--- src/rtl/acc_bank_if.sv ---
// Command/readback bundle for acc_bank: command handshake, operands, read select and status.
interface acc_bank_if #(
    parameter int SIZE  = 8,
    parameter int DEPTH = 4
);
    localparam int SELW = $clog2(DEPTH);

    logic            in_valid;
    logic            in_ready;
    logic [2:0]      op;
    logic [SELW-1:0] wr_sel;
    logic [SIZE-1:0] in_val;
    logic [SELW-1:0] rd_sel;
    logic [SIZE-1:0] out_val;
    logic            carry_flag;
    logic            zero_flag;
    logic            busy;

    modport master (
        output in_valid, op, wr_sel, in_val, rd_sel,
        input  in_ready, out_val, carry_flag, zero_flag, busy
    );

    modport slave (
        input  in_valid, op, wr_sel, in_val, rd_sel,
        output in_ready, out_val, carry_flag, zero_flag, busy
    );
endinterface

--- src/rtl/acc_bank.sv ---
// Bank of DEPTH accumulators with single-cycle ALU ops and an iterative shift-add multiplier.
//   state   | meaning
//   ST_IDLE | accepting commands, single-cycle ops write at the accepting edge
//   ST_MUL  | shift-add in progress, one multiplier bit per cycle, commands ignored
module acc_bank #(
    parameter int SIZE  = 8,
    parameter int DEPTH = 4,
    parameter int SAT   = 0
) (
    input logic        clk,
    input logic        rst,
    acc_bank_if.slave  bus
);
    localparam int SELW = $clog2(DEPTH);
    localparam int CW   = $clog2(SIZE);

    localparam logic [2:0] OP_NOP  = 3'b000;
    localparam logic [2:0] OP_LOAD = 3'b001;
    localparam logic [2:0] OP_ADD  = 3'b010;
    localparam logic [2:0] OP_SUB  = 3'b011;
    localparam logic [2:0] OP_AND  = 3'b100;
    localparam logic [2:0] OP_OR   = 3'b101;
    localparam logic [2:0] OP_XOR  = 3'b110;
    localparam logic [2:0] OP_MUL  = 3'b111;

    typedef enum logic {ST_IDLE, ST_MUL} state_t;

    state_t            state;
    logic [SIZE-1:0]   acc [DEPTH];
    logic              carry;
    logic              zero;
    logic [CW-1:0]     cnt;
    logic [2*SIZE-1:0] mcand;
    logic [2*SIZE-1:0] prod;
    logic [2*SIZE-1:0] prod_nxt;
    logic [SIZE-1:0]   mplier;
    logic [SELW-1:0]   tgt;

    logic [SIZE-1:0]   cur;
    logic [SIZE:0]     sum;
    logic [SIZE:0]     diff;
    logic [SIZE-1:0]   add_res;
    logic [SIZE-1:0]   sub_res;
    logic [SIZE-1:0]   and_res;
    logic [SIZE-1:0]   or_res;
    logic [SIZE-1:0]   xor_res;

    assign cur      = acc[bus.wr_sel];
    assign sum      = {1'b0, cur} + {1'b0, bus.in_val};
    // bit SIZE of the extended difference is the borrow
    assign diff     = {1'b0, cur} - {1'b0, bus.in_val};
    assign add_res  = (SAT != 0 && sum[SIZE])  ? '1 : sum[SIZE-1:0];
    assign sub_res  = (SAT != 0 && diff[SIZE]) ? '0 : diff[SIZE-1:0];
    assign and_res  = cur & bus.in_val;
    assign or_res   = cur | bus.in_val;
    assign xor_res  = cur ^ bus.in_val;
    assign prod_nxt = mplier[0] ? prod + mcand : prod;

    assign bus.out_val    = acc[bus.rd_sel];
    assign bus.carry_flag = carry;
    assign bus.zero_flag  = zero;
    assign bus.busy       = (state == ST_MUL);
    assign bus.in_ready   = (state == ST_IDLE);

    always_ff @(posedge clk) begin
        if (rst) begin
            for (int i = 0; i < DEPTH; i++) acc[i] <= '0;
            carry  <= 1'b0;
            zero   <= 1'b0;
            state  <= ST_IDLE;
            cnt    <= '0;
            mcand  <= '0;
            prod   <= '0;
            mplier <= '0;
            tgt    <= '0;
        end else begin
            case (state)
                ST_IDLE: begin
                    if (bus.in_valid) begin
                        case (bus.op)
                            OP_NOP: ;
                            OP_LOAD: begin
                                acc[bus.wr_sel] <= bus.in_val;
                                zero            <= (bus.in_val == '0);
                            end
                            OP_ADD: begin
                                acc[bus.wr_sel] <= add_res;
                                carry           <= sum[SIZE];
                                zero            <= (add_res == '0);
                            end
                            OP_SUB: begin
                                acc[bus.wr_sel] <= sub_res;
                                carry           <= diff[SIZE];
                                zero            <= (sub_res == '0);
                            end
                            OP_AND: begin
                                acc[bus.wr_sel] <= and_res;
                                zero            <= (and_res == '0);
                            end
                            OP_OR: begin
                                acc[bus.wr_sel] <= or_res;
                                zero            <= (or_res == '0);
                            end
                            OP_XOR: begin
                                acc[bus.wr_sel] <= xor_res;
                                zero            <= (xor_res == '0);
                            end
                            OP_MUL: begin
                                mcand  <= {{SIZE{1'b0}}, cur};
                                mplier <= bus.in_val;
                                prod   <= '0;
                                tgt    <= bus.wr_sel;
                                cnt    <= CW'(SIZE - 1);
                                state  <= ST_MUL;
                            end
                            default: ;
                        endcase
                    end
                end
                ST_MUL: begin
                    prod   <= prod_nxt;
                    mcand  <= mcand << 1;
                    mplier <= mplier >> 1;
                    // last iteration folds its partial product straight into the write
                    if (cnt == '0) begin
                        acc[tgt] <= prod_nxt[SIZE-1:0];
                        carry    <= |prod_nxt[2*SIZE-1:SIZE];
                        zero     <= (prod_nxt[SIZE-1:0] == '0);
                        state    <= ST_IDLE;
                    end else begin
                        cnt <= cnt - 1'b1;
                    end
                end
                default: state <= ST_IDLE;
            endcase
        end
    end
endmodule

--- src/flat_wrapper.sv ---
// flat-port wrapper written by rule: the top's interface ports become plain ports
module acc_bank_flat 
#(
    parameter int SIZE  = 8,
    parameter int DEPTH = 4,
    parameter int SAT   = 0
)
  (clk, rst, bus_in_valid, bus_op, bus_wr_sel, bus_in_val, bus_rd_sel, bus_in_ready, bus_out_val, bus_carry_flag, bus_zero_flag, bus_busy);
  acc_bank_if #(.SIZE(SIZE), .DEPTH(DEPTH)) bus_i ();
  input logic clk;
  input logic rst;
  input wire logic [$bits(bus_i.in_valid)-1:0] bus_in_valid;
  input wire logic [$bits(bus_i.op)-1:0] bus_op;
  input wire logic [$bits(bus_i.wr_sel)-1:0] bus_wr_sel;
  input wire logic [$bits(bus_i.in_val)-1:0] bus_in_val;
  input wire logic [$bits(bus_i.rd_sel)-1:0] bus_rd_sel;
  output wire logic [$bits(bus_i.in_ready)-1:0] bus_in_ready;
  output wire logic [$bits(bus_i.out_val)-1:0] bus_out_val;
  output wire logic [$bits(bus_i.carry_flag)-1:0] bus_carry_flag;
  output wire logic [$bits(bus_i.zero_flag)-1:0] bus_zero_flag;
  output wire logic [$bits(bus_i.busy)-1:0] bus_busy;
  assign bus_i.in_valid = bus_in_valid;
  assign bus_i.op = bus_op;
  assign bus_i.wr_sel = bus_wr_sel;
  assign bus_i.in_val = bus_in_val;
  assign bus_i.rd_sel = bus_rd_sel;
  assign bus_in_ready = bus_i.in_ready;
  assign bus_out_val = bus_i.out_val;
  assign bus_carry_flag = bus_i.carry_flag;
  assign bus_zero_flag = bus_i.zero_flag;
  assign bus_busy = bus_i.busy;
  acc_bank #(.SIZE(SIZE), .DEPTH(DEPTH), .SAT(SAT)) u_core (.clk(clk), .rst(rst), .bus(bus_i));
endmodule
--- config.mk ---
export PLATFORM = sky130hd
export DESIGN_NAME = acc_bank_flat
export DESIGN_NICKNAME = d
export VERILOG_FILES = /design/src/rtl/acc_bank_if.sv /design/src/rtl/acc_bank.sv /design/src/flat_wrapper.sv
export SDC_FILE = /design/constraint.sdc
export NUM_CORES = 1
export LEC_CHECK = 0
export CORE_MARGIN = 8
export CORE_UTILIZATION = 35
export CTS_BUF_LIST = sky130_fd_sc_hd__clkbuf_16
export CTS_CLUSTER_DIAMETER = 200
export DETAILED_ROUTE_END_ITERATION = 10
export DONT_BUFFER_PORTS = 1
export MAX_ROUTING_LAYER = met4
export PLACE_DENSITY = 0.52
export SLEW_MARGIN = 10
export SYNTH_ARGS = -nofsm -noshare
export SYNTH_HDL_FRONTEND = slang
export SYNTH_SLANG_ARGS = --single-unit
--- constraint.sdc ---
create_clock -name clk -period 3.7 [get_ports clk]
set_clock_uncertainty 0.1 [all_clocks]
set_input_delay 0.74 -clock clk [delete_from_list [all_inputs] [get_ports clk]]
set_output_delay 0.74 -clock clk [all_outputs]
set_load 0.05 [all_outputs]
==> metrics.csv <==
metric,value,unit
status,"complete, no violations",
drv_cap,0,
ys_area,0.00609,mm^2
topCombFamilyByArea,AND-OR/OR-AND gates,
synth_nets,801,
die_width,148,um
final_cell_mix,"118 x nor2_1, 96 x a21oi_1, 47 x dfxtp_1",
setup_viol,0,
grt_overflow_total,0,
start_kind,flip-flop,
crit_chain,mux4_2 > buf_4 > fa_1 > a21o_1 > a21oi_1 > o21bai_1 > a21oi_1 > xor2_1 > mux2_2 > a21oi_2 > nor2_1,
cts_setup_buffers,0,
viasPerCell,5.70,
combGateArea,0.00383,mm^2
ys_types,70,
drive_gt1_share,9.81,%
warnings,47,
grt_max_degree,57,
drcViolationCount,0,
reg2reg_from,u_core.acc[0][1],
cellLeakagePower,0.00262,uW
netlist_area,0.00609,mm^2
holdWs,0.383,ns
min_path_type,reg -> reg,
ys_seq_share,31.6,%
timing.fmax,296,MHz
cts_resized,0,
n_all_buffers,24,
grt_pass1_vias,5171,
tap_cells,225,
antenna_found_initial,0,
min-delay-start,u_core.cnt[1],
critical_path.max_stage_delay,0.56,ns
clockRootBuffer,clkbuf_16,
nNetsFinal,796,
num_rows,48,
logic_gates,567,
final-nonclk-buf-share,2.70,%
clockBufferDepth,2,
seq_area,0.00192,mm^2
vdd_ir_drop_max,0.000266,V
area_leaders,"dfxtp_1 16%, edfxtp_1 16%, ha_1 9.4%",
avgSynthCellArea,8.30,um^2
yosys_most_used_dff,dfxtp_1,
syn-instance-count,734,
place_hpwl,14400,um
p_per_area,352,mW/mm^2
clk_latency,0.35,ns
path_clk_slew,0.06,ns
synth-adder-area-share,10.4,%
criticalPathCategory,reg -> reg,
io_buffers,0,
ff2ff_setup_slack,0.32,ns
boundaryPins,30,
chip_area,0.0219,mm^2
largest_class,multi-input combinational cells,
routabilityCongestion,0.917,
core_util_floorplan,35.5,%
hold_buffers,0,
grt_pass1_wl,29400,um
cp_max_fo,4,
comb_share,57.4,%
grt_setup_unrepaired,false,
edf_count,32,
seq_share,28.8,%
numCtsBuffers,9,
end_kind,flip-flop,
cts_tree,yes,
die_h,148,um
ys_sh_aoi,22.7,%
ff_count,80,
cp-startpoint,u_core.acc[0][1],
core_area,0.0172,mm^2
top_area_cell,dfxtp_1,
ys_sh_mux,7.76,%
clock_sinks,80,
crit_path_top_delay_cell,mux4_2,
crit_buf_inv,1,
ys_warn_count,0,
cp_top_family,AND-OR/OR-AND gates,
clock_area_share,4.18,%
ant_nets,0,
synthArstFlopShare,0,%
critical_path_required,3.70,ns
area_growth,9.57,%
place_area,0.00639,mm^2
synth_flops,80,
final_area,0.00667,mm^2
antenna_cells,0,
drt_iter0_markers,470,
arrival,3.38,ns
h-tree-depth,3,
post_synth_and_or_nand_nor_area_fraction,18.5,%
hold_violations,0,
finalClockPeriodUsage,91.4,%
ys_cells,734,
top_area_share,15.8,%
nClkBuffers,9,
fillers,1788,
worst_path_most_repeated_cell,a21oi_1,
nNonClkInverters,47,
worst_slew_pin_slew,1.02,ns
xor_share,3.45,%
relSlewSlack,31.7,%
report.final.slew_viol_count,0,
post-route-min-period,3.38,ns
layout_top_cell,nor2_1,
dr.pass1.iters,7,
## layer usage
layer,vias to the layer above,track usage (%),wire length (um)
li1,2648,-,-
met1,2632,22.4,8580
met2,163,27.4,8690
met3,23,4.25,1150
met4,0,6.27,411
met5,-,-,0
## cells in the mapped netlist, drive strengths merged, types with 6 or more instances
library cell  instances
nor2                118
a21oi               100
dfxtp                48
inv                  47
ha                   46
nand2                45
edfxtp               32
o21ai                32
clkbuf               25
xnor2                19
mux4                 16
buf                  15
nor3                 14
a211oi               13
and3                 13
nand3                11
o211ai               10
mux2i                 9
nand2b                9
a31oi                 8
nor4                  8
o22ai                 8
a21o                  7
nor2b                 7
nand4                 6
## registers in the layout, indices dropped and copies added, names as in the netlist, 2 cells and up
signal         count
u_core.mplier      8
u_core.tgt         2
u_core.acc        32
u_core.mcand      16
u_core.prod       16
u_core.cnt         3
## worst register-to-register path, delay by kind of cell, from the launching register on
family	cells	cell delay, ns
adders and majority gates	1	0.42
DFF	1	0.40
muxes	2	0.85
buffers and inverters	1	0.18
and+or+nand+nor	1	0.08
xor gates and xnor gates	1	0.14
AOI/OAI and AO/OA	5	0.96
## final timing paths
path | end | depth (start not counted)
worst min-delay path | u_core.cnt[1] | 2
worst max-delay path | u_core.acc[1][6] | 11
worst min register to register | u_core.cnt[1] | 2
worst max register to register | u_core.acc[1][6] | 11
## through the flow
stage	total power, uW	util, %	TNS, ns	worst slack (ns)	instances
after floorplan	1390	-	0	0.00555	734
after global placement	1510	37.2	0	0.0743	943
after detailed placement	1520	37.2	-0.0268	-0.0139	943
after CTS	2370	38.9	0	0.332	959
after global routing	2460	38.9	0	0.164	959
final	2350	38.9	0	0.318	959
## report_power, final
part           leakage (uW)  switching, uW  internal [uW]
clock network      0.000130            386            459
registers          0.000720           28.3            950
logic               0.00177            329            195
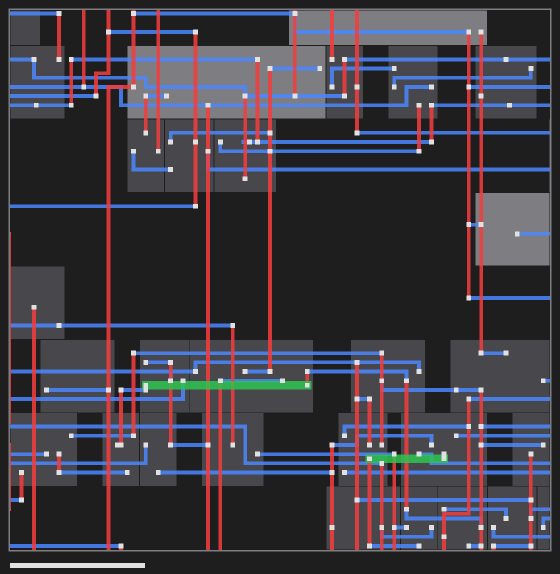
*Zoomed window*
The bar under the picture is 5 um long. Region (101, 101) to (121, 121) um. Cells in gray, sequential cells in the stronger gray; small squares are vias.
| layer | color |
|---|---|
| metal 1 | blue |
| metal 2 | red |
| metal 3 | green |
most frequent: a21oi_1 (5), and3_1 (3)
sequential cells in the window: 1
cells with their middle in the window: 23
netlist names of flops here include: `u_core.mcand` (1)

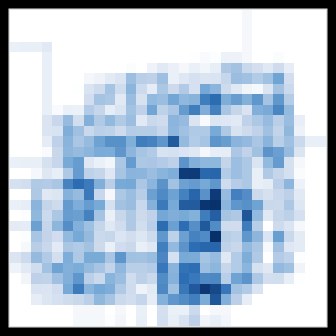
*Wiring heat map*
30 x 30 tiles, from white (low) to dark blue (high), scaled to the fullest tile. Values are wire area over tile area, all layers added.
tiles over half the peak: 14%
densest ninth of the die: middle
emptiest ninth of the die: top left
total track usage: 17.8%
wire per inst: 19.6 um
WL final: 18800 um
via count: 5466

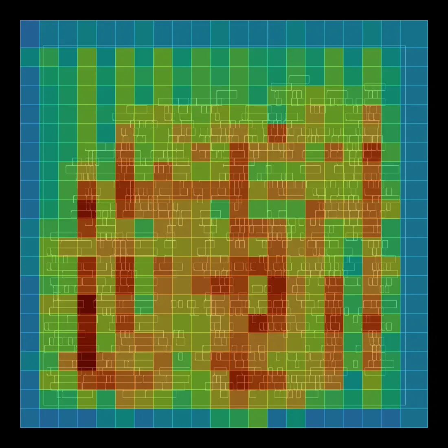
*Routing congestion map*
GRT met2 Usage: 27.4%
final core occ: 38.9%

Power figures rest on the tool's default switching activity, not on a simulated workload.
